## src/rtl/bka_pkg.sv

```systemverilog
// Shared types and elaboration helpers for the Brent-Kung adder slice.
// No logic; imported by the prefix tree and the pipelined top.
// No handshake of its own.
package bka_pkg;

    localparam int BKA_MAX_WIDTH = 64;

    typedef struct packed {
        logic p;
        logic g;
    } bka_pg_t;

    typedef enum logic {
        BKA_ADD = 1'b0,
        BKA_SUB = 1'b1
    } bka_op_e;

    function automatic int bka_levels(input int width);
        int lvl;
        lvl = 0;
        for (int i = 0; i < 7; i++) begin
            if ((1 << i) < width) lvl = i + 1;
        end
        return lvl;
    endfunction

endpackage

```

## src/rtl/bka_prefix_tree.sv

```systemverilog
// Brent-Kung prefix network, split at the up-sweep/down-sweep boundary.
// Latency: purely combinational.
// Backpressure: none; the caller registers (or not) between the two halves.
module bka_prefix_tree
    import bka_pkg::*;
#(
    parameter int WIDTH = 32
) (
    input  logic [WIDTH-1:0] up_p,
    input  logic [WIDTH-1:0] up_g,
    output logic [WIDTH-1:0] mid_p,
    output logic [WIDTH-1:0] mid_g,
    input  logic [WIDTH-1:0] dn_p,
    input  logic [WIDTH-1:0] dn_g,
    input  logic             dn_cin,
    output logic [WIDTH-1:0] carry
);

    localparam int LVL = bka_levels(WIDTH);

    function automatic bka_pg_t black(input bka_pg_t hi, input bka_pg_t lo);
        bka_pg_t r;
        r.g = hi.g | (hi.p & lo.g);
        r.p = hi.p & lo.p;
        return r;
    endfunction

    // After the up-sweep, node i spans bits [i : i+1-lowbit(i+1)].
    always_comb begin : up_sweep
        bka_pg_t [WIDTH-1:0] t;
        for (int i = 0; i < WIDTH; i++) begin
            t[i] = '{p: up_p[i], g: up_g[i]};
        end
        for (int k = 0; k < LVL; k++) begin
            for (int i = (2 << k) - 1; i < WIDTH; i += (2 << k)) begin
                t[i] = black(t[i], t[i - (1 << k)]);
            end
        end
        for (int i = 0; i < WIDTH; i++) begin
            mid_p[i] = t[i].p;
            mid_g[i] = t[i].g;
        end
    end

    // Each gray cell closes its span against the carry just below it; c[0] is c_in.
    always_comb begin : down_sweep
        logic [WIDTH:0] c;
        int             span;
        c    = '0;
        c[0] = dn_cin;
        for (int i = 0; i < WIDTH; i++) begin
            span     = (i + 1) & -(i + 1);
            c[i + 1] = dn_g[i] | (dn_p[i] & c[i + 1 - span]);
        end
        carry = c[WIDTH:1];
    end

endmodule

```

## src/rtl/bka_pipe_adder.sv

```systemverilog
// Pipelined Brent-Kung add/sub with carry-out and signed overflow; BKA_PIPE_SAT_EN saturates q.
// Latency: STAGES cycles (1..3) per accepted beat, plus one cycle per stall cycle.
// Backpressure: all ranks advance together on out_ready | ~out_valid; in_ready is that term.
module bka_pipe_adder
    import bka_pkg::*;
#(
    parameter int WIDTH  = 32,
    parameter int STAGES = 2
) (
    input  logic             clk,
    input  logic             rst,
    input  logic             in_valid,
    output logic             in_ready,
    input  logic [WIDTH-1:0] a,
    input  logic [WIDTH-1:0] b,
    input  logic             cin,
    input  logic             sub,
    output logic             out_valid,
    input  logic             out_ready,
    output logic [WIDTH-1:0] q,
    output logic             cout,
    output logic             ovf
);

    logic adv;
    assign adv      = out_ready | ~out_valid;
    assign in_ready = adv;

    bka_op_e          op;
    logic [WIDTH-1:0] b_x;
    logic             c_x;
    assign op  = sub ? BKA_SUB : BKA_ADD;
    assign b_x = (op == BKA_SUB) ? ~b : b;
    assign c_x = cin ^ sub;

    logic [WIDTH-1:0] s1_a, s1_b;
    logic             s1_c, s1_vld;
    generate
        if (STAGES >= 2) begin : g_in_reg
            always_ff @(posedge clk) begin
                if (rst) begin
                    s1_vld <= 1'b0;
                    s1_a   <= '0;
                    s1_b   <= '0;
                    s1_c   <= 1'b0;
                end else if (adv) begin
                    s1_vld <= in_valid;
                    s1_a   <= a;
                    s1_b   <= b_x;
                    s1_c   <= c_x;
                end
            end
        end else begin : g_in_pass
            assign s1_vld = in_valid;
            assign s1_a   = a;
            assign s1_b   = b_x;
            assign s1_c   = c_x;
        end
    endgenerate

    logic [WIDTH-1:0] s1_p, s1_g, up_p, up_g;
    assign s1_p = s1_a ^ s1_b;
    assign s1_g = s1_a & s1_b;

    logic [WIDTH-1:0] s2_p, s2_gp, s2_gg, carry;
    logic             s2_c, s2_vld;
    generate
        if (STAGES >= 3) begin : g_mid_reg
            always_ff @(posedge clk) begin
                if (rst) begin
                    s2_vld <= 1'b0;
                    s2_p   <= '0;
                    s2_gp  <= '0;
                    s2_gg  <= '0;
                    s2_c   <= 1'b0;
                end else if (adv) begin
                    s2_vld <= s1_vld;
                    s2_p   <= s1_p;
                    s2_gp  <= up_p;
                    s2_gg  <= up_g;
                    s2_c   <= s1_c;
                end
            end
        end else begin : g_mid_pass
            assign s2_vld = s1_vld;
            assign s2_p   = s1_p;
            assign s2_gp  = up_p;
            assign s2_gg  = up_g;
            assign s2_c   = s1_c;
        end
    endgenerate

    bka_prefix_tree #(.WIDTH(WIDTH)) u_tree (
        .up_p   (s1_p),
        .up_g   (s1_g),
        .mid_p  (up_p),
        .mid_g  (up_g),
        .dn_p   (s2_gp),
        .dn_g   (s2_gg),
        .dn_cin (s2_c),
        .carry  (carry)
    );

    logic [WIDTH-1:0] sum, q_nxt;
    logic             ovf_nxt;
    assign sum     = s2_p ^ {carry[WIDTH-2:0], s2_c};
    assign ovf_nxt = carry[WIDTH-1] ^ carry[WIDTH-2];

`ifdef BKA_PIPE_SAT_EN
    // A positive overflow always wraps to a negative sum, so the wrapped sign selects the limit.
    assign q_nxt = ovf_nxt ? {~sum[WIDTH-1], {(WIDTH-1){sum[WIDTH-1]}}} : sum;
`else
    assign q_nxt = sum;
`endif

    always_ff @(posedge clk) begin
        if (rst) begin
            out_valid <= 1'b0;
            q         <= '0;
            cout      <= 1'b0;
            ovf       <= 1'b0;
        end else if (adv) begin
            out_valid <= s2_vld;
            q         <= q_nxt;
            cout      <= carry[WIDTH-1];
            ovf       <= ovf_nxt;
        end
    end

endmodule

```

## config.mk

```make
export PLATFORM = sky130hd
export DESIGN_NAME = bka_pipe_adder
export DESIGN_NICKNAME = d
export VERILOG_FILES = /design/src/rtl/bka_pkg.sv /design/src/rtl/bka_prefix_tree.sv /design/src/rtl/bka_pipe_adder.sv
export SDC_FILE = /design/constraint.sdc
export NUM_CORES = 1
export LEC_CHECK = 0
export CORE_UTILIZATION = 56
export CTS_CLUSTER_SIZE = 8
export DETAILED_ROUTE_END_ITERATION = 6
export GPL_ROUTABILITY_DRIVEN = 0
export PLACE_DENSITY_LB_ADDON = 0.2
export SYNTH_ARGS = -nofsm -noshare
export SYNTH_HDL_FRONTEND = slang
export SYNTH_SLANG_ARGS = --single-unit
```

## constraint.sdc

```tcl
create_clock -name clk -period 6.45 [get_ports clk]
set_input_delay 1.29 -clock clk [delete_from_list [all_inputs] [get_ports clk]]
set_output_delay 1.29 -clock clk [all_outputs]
set_load 0.03 [all_outputs]
```

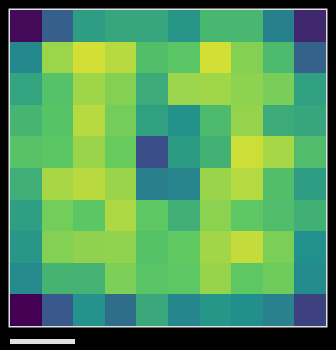
(local utilization)
Bar = 20 um. The die is cut into 10 by 10 equal tiles; dark purple is low, yellow is high, 0 to 100% covered.
The mean over all tiles is 66%. The fullest tile reaches 94%. 36% of the tiles are over 75% full. 1.0% of the tiles are nearly empty.

==> impl_metrics.yaml <==
# flow metrics
final_timing:
  hold_viol_final: 0
  max_freq_mhz: 231
  setup-violations-final: 0
  period_needed_ns: 4.33
  slew_violations: 0
detailed_routing:
  topRoutingLayerUsed: "met4"
  drt_first_pass_iters: 4
  wirelength_met1_um: 5130
  vias_per_cell: 5.47
  wl_met3_um: 408
power:
  p_clk_frac: 0.278
  switching_share: 0.306
synthesis:
  simple_gate_share: 0.146
  yosysUniqueCellTypes: 35
finish:
  n_all_inverters: 27
  layout.cells.most_common: "nand2_1"
  flop_area_mm2: 0.00202
  largestClassByArea: "multi-input combinational cells"
  signal_buffers: 107
  instances_no_fill: 785
  utilization: 0.728
  clock_area_frac: 0.0339
global_route:
  track_usage: 0.246
run_status:
  outcome: "finished, final reports clean"
clock_tree:
  htreeDepth: 3
  cts_tree: "built"
setup_path:
  required_ns: 5.16
  critPathCaptureType: "primary output"
  worstRegToRegCells: 10
floorplanning:
  nWellTaps: 108
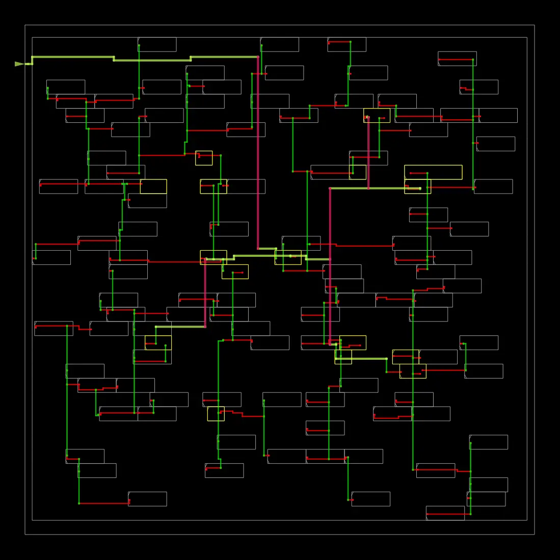
(clock wiring as the flow saved it)
Max Clock Skew: 0.0106 ns
clk_lat worst skew: 0.36 ns

-- power groups by stage --
stage                     combinational, mW  clock (mW)  sequential [mW]
after floorplan                       0.194           0            0.788
after global routing                  0.432       0.463            0.733
after global placement                0.382           0            0.735
after detailed placement              0.394           0            0.738
final                                 0.397       0.432            0.724
after CTS                             0.398       0.443            0.724
-- worst max path at each step --
stage	to	slack [ns]	cells after the start
after detailed placement	in_ready	2.11	4
after global routing	in_ready	2.03	4
after global placement	in_ready	2.12	4
after floorplan	in_ready	3.12	5
final	in_ready	2.12	4
after CTS	in_ready	2.11	4
-- registers in the layout, summed over array words and instances, names as in the netlist --
register / count
cout: 1
out_valid: 1
ovf: 1
q: 32
s1_a: 32
s1_b: 32
s1_c: 1
s1_vld: 1
Power is estimated from default activity; no workload was simulated.
